## config.mk

```make
export PLATFORM = sky130hd
export DESIGN_NAME = spi_byte_master
export DESIGN_NICKNAME = d
export VERILOG_FILES = /design/src/rtl/spi_byte_master_pkg.sv /design/src/rtl/spi_byte_master_phase_timer.sv /design/src/rtl/spi_byte_master.sv
export SDC_FILE = /design/constraint.sdc
export NUM_CORES = 1
export LEC_CHECK = 0
export CAP_MARGIN = 10
export CORE_UTILIZATION = 41
export DETAILED_ROUTE_END_ITERATION = 10
export SLEW_MARGIN = 10
export SYNTH_ARGS = -nofsm -noshare
export SYNTH_HDL_FRONTEND = slang
export SYNTH_SLANG_ARGS = --single-unit
export TNS_END_PERCENT = 1
```

## constraint.sdc

```tcl
create_clock -name clk -period 1.9 [get_ports clk]
set_clock_uncertainty 0.15 [all_clocks]
set_input_delay 0.38 -clock clk [delete_from_list [all_inputs] [get_ports clk]]
set_output_delay 0.38 -clock clk [all_outputs]
set_load 0.01 [all_outputs]
```

## src/rtl/spi_byte_master_pkg.sv

```systemverilog
// Shared SPI definitions: FSM state encodings, mode constants and the default
// SCK divider. Also imported by the spi_cpu core.
package spi_byte_master_pkg;

    // Mode 0 only: SCK idles low, data sampled on the rising edge.
    localparam logic SPI_CPOL = 1'b0;
    localparam logic SPI_CPHA = 1'b0;

    // Default SCK half-period in clk cycles.
    localparam int DEFAULT_CLK_DIV = 2;

    typedef enum logic [2:0] {
        ST_IDLE     = 3'd0,
        ST_CS_SETUP = 3'd1,
        ST_SHIFT_LO = 3'd2,
        ST_SHIFT_HI = 3'd3,
        ST_CS_HOLD  = 3'd4,
        ST_DONE     = 3'd5
    } spi_state_t;

endpackage

```

## src/rtl/spi_byte_master_phase_timer.sv

```systemverilog
// Phase timer for the SPI master: a loadable down-counter that emits a
// one-cycle phase_end tick on the last cycle of every DIV-cycle phase.
module spi_phase_timer #(
    parameter int DIV = 2
) (
    input  logic clk,
    input  logic rst,
    input  logic load,
    input  logic en,
    output logic phase_end
);

    localparam int CW = $clog2(DIV + 1);

    logic [CW-1:0] cnt;

    // Last cycle of the phase: the counter has run down to one.
    assign phase_end = en && (cnt == CW'(1));

    // Reload while parked and at every phase boundary, otherwise count down.
    always_ff @(posedge clk) begin
        if (rst) begin
            cnt <= CW'(DIV);
        end else if (load || phase_end) begin
            cnt <= CW'(DIV);
        end else if (en) begin
            cnt <= cnt - CW'(1);
        end
    end

endmodule

```

## src/rtl/spi_byte_master.sv

```systemverilog
// Byte-wide SPI mode-0 master, MSB first. Takes byte transfers from the CPU
// via start/busy/done and can keep CS asserted across bytes for multi-byte
// commands; cs_release drops a held CS.
module spi_byte_master
    import spi_byte_master_pkg::*;
#(
    parameter int CLK_DIV = DEFAULT_CLK_DIV
) (
    input  logic       clk,
    input  logic       rst,
    input  logic       start,
    input  logic [7:0] tx_data,
    input  logic       hold_cs,
    input  logic       cs_release,
    output logic       busy,
    output logic       done,
    output logic [7:0] rx_data,
    output logic       spi_cs_n,
    output logic       spi_sck,
    output logic       spi_mosi,
    input  logic       spi_miso
);

    if (CLK_DIV < 1 || CLK_DIV > 255) begin : g_bad_div
        $error("spi_byte_master: CLK_DIV must be in 1..255");
    end

    if (SPI_CPOL != 1'b0 || SPI_CPHA != 1'b0) begin : g_bad_mode
        $error("spi_byte_master: only SPI mode 0 is implemented");
    end

    spi_state_t state;
    logic [6:0] tx_sh;      // bits still to send after the one on spi_mosi
    logic [7:0] rx_sh;
    logic [2:0] bit_cnt;
    logic       hold_q;     // hold_cs latched at accept
    logic       cs_held;    // CS left asserted by a previous hold_cs byte
    logic       from_xfer;  // CS_HOLD entered at the end of a byte, not a release

    logic timer_en;
    logic phase_end;

    // IDLE and DONE are untimed; the counter stays loaded there so every
    // timed state starts with a full CLK_DIV phase.
    assign timer_en = (state != ST_IDLE) && (state != ST_DONE);

    spi_phase_timer #(
        .DIV(CLK_DIV)
    ) u_timer (
        .clk      (clk),
        .rst      (rst),
        .load     (!timer_en),
        .en       (timer_en),
        .phase_end(phase_end)
    );

    // Transfer FSM with registered pad outputs and shift registers.
    always_ff @(posedge clk) begin
        if (rst) begin
            state     <= ST_IDLE;
            spi_cs_n  <= 1'b1;
            spi_sck   <= SPI_CPOL;
            spi_mosi  <= 1'b0;
            busy      <= 1'b0;
            done      <= 1'b0;
            rx_data   <= 8'h00;
            tx_sh     <= 7'h00;
            rx_sh     <= 8'h00;
            bit_cnt   <= 3'd0;
            hold_q    <= 1'b0;
            cs_held   <= 1'b0;
            from_xfer <= 1'b0;
        end else begin
            done <= 1'b0;
            case (state)
                ST_IDLE, ST_DONE: begin
                    state <= ST_IDLE;
                    if (start) begin
                        // Accept: a held CS skips the setup phase.
                        tx_sh    <= tx_data[6:0];
                        spi_mosi <= tx_data[7];
                        hold_q   <= hold_cs;
                        bit_cnt  <= 3'd7;
                        busy     <= 1'b1;
                        spi_cs_n <= 1'b0;
                        spi_sck  <= SPI_CPOL;
                        state    <= cs_held ? ST_SHIFT_LO : ST_CS_SETUP;
                    end else if (state == ST_IDLE && cs_release && cs_held) begin
                        busy      <= 1'b1;
                        from_xfer <= 1'b0;
                        state     <= ST_CS_HOLD;
                    end
                end
                ST_CS_SETUP: begin
                    if (phase_end) state <= ST_SHIFT_LO;
                end
                ST_SHIFT_LO: begin
                    if (phase_end) begin
                        // Rising SCK edge: capture MISO.
                        spi_sck <= 1'b1;
                        rx_sh   <= {rx_sh[6:0], spi_miso};
                        state   <= ST_SHIFT_HI;
                    end
                end
                ST_SHIFT_HI: begin
                    if (phase_end) begin
                        spi_sck <= 1'b0;
                        if (bit_cnt == 3'd0) begin
                            // Last bit: mosi stays on bit 0.
                            if (hold_q) begin
                                cs_held <= 1'b1;
                                busy    <= 1'b0;
                                done    <= 1'b1;
                                rx_data <= rx_sh;
                                state   <= ST_DONE;
                            end else begin
                                from_xfer <= 1'b1;
                                state     <= ST_CS_HOLD;
                            end
                        end else begin
                            // Falling SCK edge: present the next bit.
                            bit_cnt  <= bit_cnt - 3'd1;
                            spi_mosi <= tx_sh[6];
                            tx_sh    <= {tx_sh[5:0], 1'b0};
                            state    <= ST_SHIFT_LO;
                        end
                    end
                end
                ST_CS_HOLD: begin
                    if (phase_end) begin
                        spi_cs_n <= 1'b1;
                        cs_held  <= 1'b0;
                        busy     <= 1'b0;
                        if (from_xfer) begin
                            done    <= 1'b1;
                            rx_data <= rx_sh;
                            state   <= ST_DONE;
                        end else begin
                            state <= ST_IDLE;
                        end
                    end
                end
                default: state <= ST_IDLE;
            endcase
        end
    end

endmodule

```

Run 1, port wiring:
The bar under the picture is 20 um long.
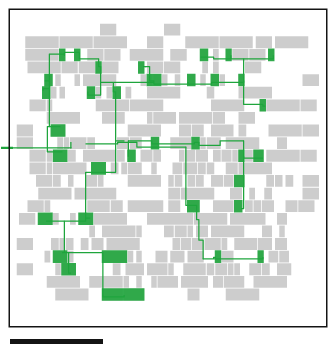
[green] rst | bits: 1 | direction: input | edge: left | end cells: 37 | buffers: 3 | wire: 336 um

Run 1, metal 2:
The bar under the picture is 20 um long.
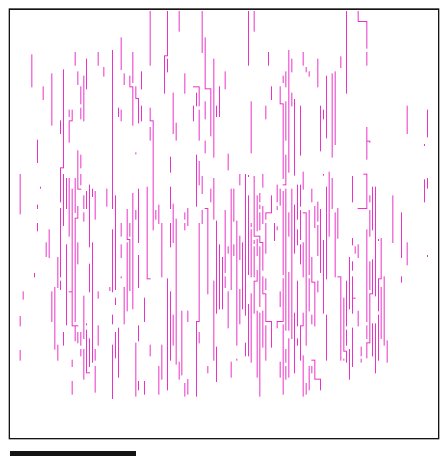
wire length on this layer: 1910 um
longest straight run: 25.2 um
nets with wire on the layer: 216
share of all routed wire: 47%
met2 global-route usage: 0.299
wire length after detailed routing: 4040 um
overall via count from detail_route: 1589

Run 1, placed standard cells:
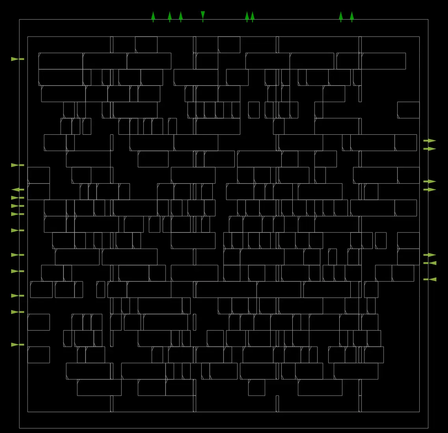
Well-Tap Cells: 50
post-route non-filler standard cell count: 300
Seq/total area: 0.336

Run 1, metal layers overlaid:
Two of the layers only.
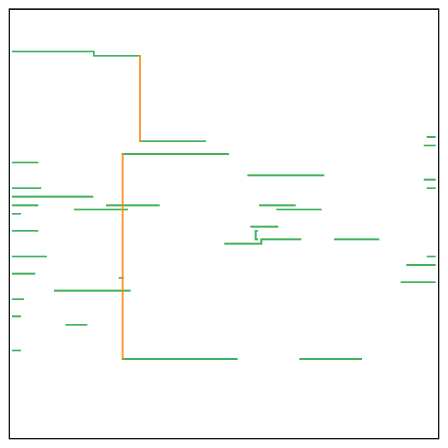
[green] M3 | wire length: 217 um
[orange] M4 | wire length: 46.2 um
total global routing track utilization: 0.191
detail-routed net length per standard cell: 13.5 um

-- run 1: registers in the layout, indices dropped and copies added, names as in the netlist --
register,cells
rx_sh,8
rx_data,8
state,3
bit_cnt,3
spi_mosi,1
done,1
from_xfer,1
hold_q,1
spi_cs_n,1
spi_sck,1
tx_sh,7
cs_held,1
busy,1
u_timer.cnt,2
-- run 1: worst max path at each step --
stage | start | endpoint | cells after the start
after global routing | bit_cnt[0] | tx_sh[5] | 7
after detailed placement | start | tx_sh[0] | 6
after CTS | bit_cnt[0] | bit_cnt[0] | 7
final | bit_cnt[0] | tx_sh[4] | 7
after global placement | start | tx_sh[0] | 6
after floorplan | bit_cnt[0] | bit_cnt[1] | 7
==> ci_impl_report.md, run 1 <==
## Implementation flow summary

| Metric | Value |
|---|---|
| Clock network area share | `0.0382` |
| Total cells reported by yosys after synthesis | `209` |
| Cells resized by post-CTS repair | `0` |
| Register-to-register setup slack | `0.10 ns` |
| Kind of start point of the critical path | `flip-flop` |
| Global-route wire length before repair | `roughly 6500 um` |
| Remaining routing DRC violations | `0` |
| Flop pwr share | `0.528` |
| Slowest Stage Delay on Critical Path | `0.38 ns` |
| Residual overflow from global routing | `0` |
| Number of cells on the worst hold path | `1` |
| Xor/xnor share | `0.00907` |
| Number of clock buffers in the layout | `5` |
| Diode insertion count for antenna repair | `0` |
| Clock network power consumption | `556 uW` |
| Combinational cell fraction of total power | `0.134` |
| Chip area | `4640 um2` |
| Run status | `finished clean` |
| Horizontal die size | `68.2 um` |
| Layout cell share with drive strength beyond 1 | `0.168` |
| Portion of the clock cycle consumed by the worst path in the final layout | `0.946` |
| Total length of routed met3 wires | `216 um` |
| Sw Share | `0.258` |
| Worst setup slack after layout | `0.102 ns` |
| Number of nets still failing antenna checks after routing | `0` |
| Total instance count after detailed placement | `289` |
| Antenna violations before repair | `0` |
| MUX area fraction | `0.0446` |
| Layout fillers | `372` |
| Critical path capture point type | `flip-flop` |
| Placer's final routability congestion estimate | `approximately 0.85` |
| Portion of the layout cell area used by non-clock buffers | `0.191` |
| Most used routing layer in global routing | `met2` |
| Floorplan net count | `226` |
| WS Path Type | `reg -> reg` |
| Final net count | `266` |
| Reported sequential group power | `869 uW` |
| Cell taking the most area after synthesis | `sky130_fd_sc_hd__dfxtp_1` |
| Placement Rows | `23` |
| Total number of multi-input combinational cells | `150` |
| Post-Synthesis Mean Instance Area | `8.58 um2` |
| Post-layout total power | `1.64 mW` |
| Die boundary height | `68.2 um` |
Run 1, register map, names as in the netlist:
Other sequential cells in the stronger gray, the rest of the logic in the fainter gray.
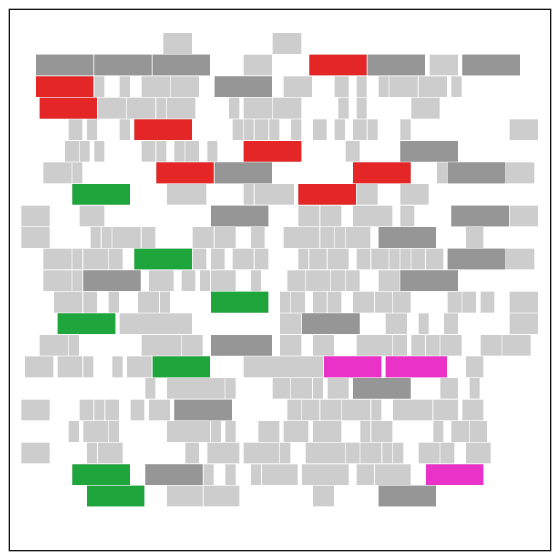

==> run 2, diff against run 1 <==
Settings changed: CORE_UTILIZATION 41 to 42.
Run 2, register map, names as in the netlist:
Other sequential cells in the stronger gray, the rest of the logic in the fainter gray.
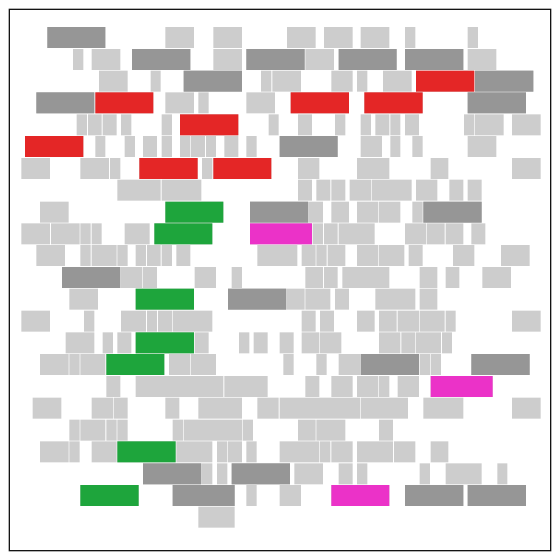
[red] rx_sh | placed flops: 8
[green] tx_sh | placed flops: 7
[magenta] state | placed flops: 3

==> run 2 against run 1 <==
Effect of this change:
- global-route usage barely moved
- sequential power barely moved
- critical path depth did not move
- worst hold slack got worse by 0.0075 ns
- synthesized area did not move
- flip-flop count did not move
- power rose by 8.0%
- combinational power fell by 5%
- cell count fell by 1.0%
- largest cell class unchanged
==> ci_impl_report.md, run 2 <==
## Implementation flow summary

| Metric | Value |
|---|---|
| Run status | `finished clean (unchanged)` |
| Horizontal die size | `67.4 um (was 68.2 um)` |
| WS Path Type | `reg -> reg (unchanged)` |
| Worst setup slack after layout | `0.0917 ns (was 0.102 ns)` |
| Total instance count after detailed placement | `287 (was 289)` |
| Layout cell share with drive strength beyond 1 | `0.170 (was 0.168)` |
| Xor/xnor share | `0.00907 (unchanged)` |
| Met2 global-route usage | `0.313 (was 0.299)` |
| Overall via count from detail_route | `1573 (was 1589)` |
| Cell taking the most area after synthesis | `sky130_fd_sc_hd__dfxtp_1 (unchanged)` |
| Diode insertion count for antenna repair | `0 (unchanged)` |
| Portion of the layout cell area used by non-clock buffers | `0.173 (was 0.191)` |
| Most used routing layer in global routing | `met2 (unchanged)` |
| Post-Synthesis Mean Instance Area | `8.58 um2 (unchanged)` |
| Seq/total area | `0.336 (about the same)` |
| Floorplan net count | `226 (unchanged)` |
| Register-to-register setup slack | `0.09 ns (was 0.10 ns)` |
| Detail-routed net length per standard cell | `13.7 um (was 13.5 um)` |
| Antenna violations before repair | `0 (unchanged)` |
| Die boundary height | `67.4 um (was 68.2 um)` |
| Final net count | `263 (was 266)` |
-- run 2: cell counts after synthesis --
Identical to the previous run, type by type.
-- run 2: worst paths after layout --
| path | from | to | cells past startpoint |
|---|---|---|---|
| worst max-delay path | bit_cnt[0] | bit_cnt[2] | 7 |
| worst min-delay path | u_timer.cnt[0] | u_timer.cnt[0] | 1 |
| worst min register to register | u_timer.cnt[0] | u_timer.cnt[0] | 1 |
| worst max register to register | bit_cnt[0] | bit_cnt[2] | 7 |
-- run 2: power by group --
group / internal (mW) / leakage, nW / switching (mW)
Sequential: 0.848 / 0.319 / 0.0221
Clock: 0.395 / 0.0548 / 0.303
Combinational: 0.108 / 0.566 / 0.101
Total: 1.35 / 0.940 / 0.426
Power and IR drop assume default switching activity.
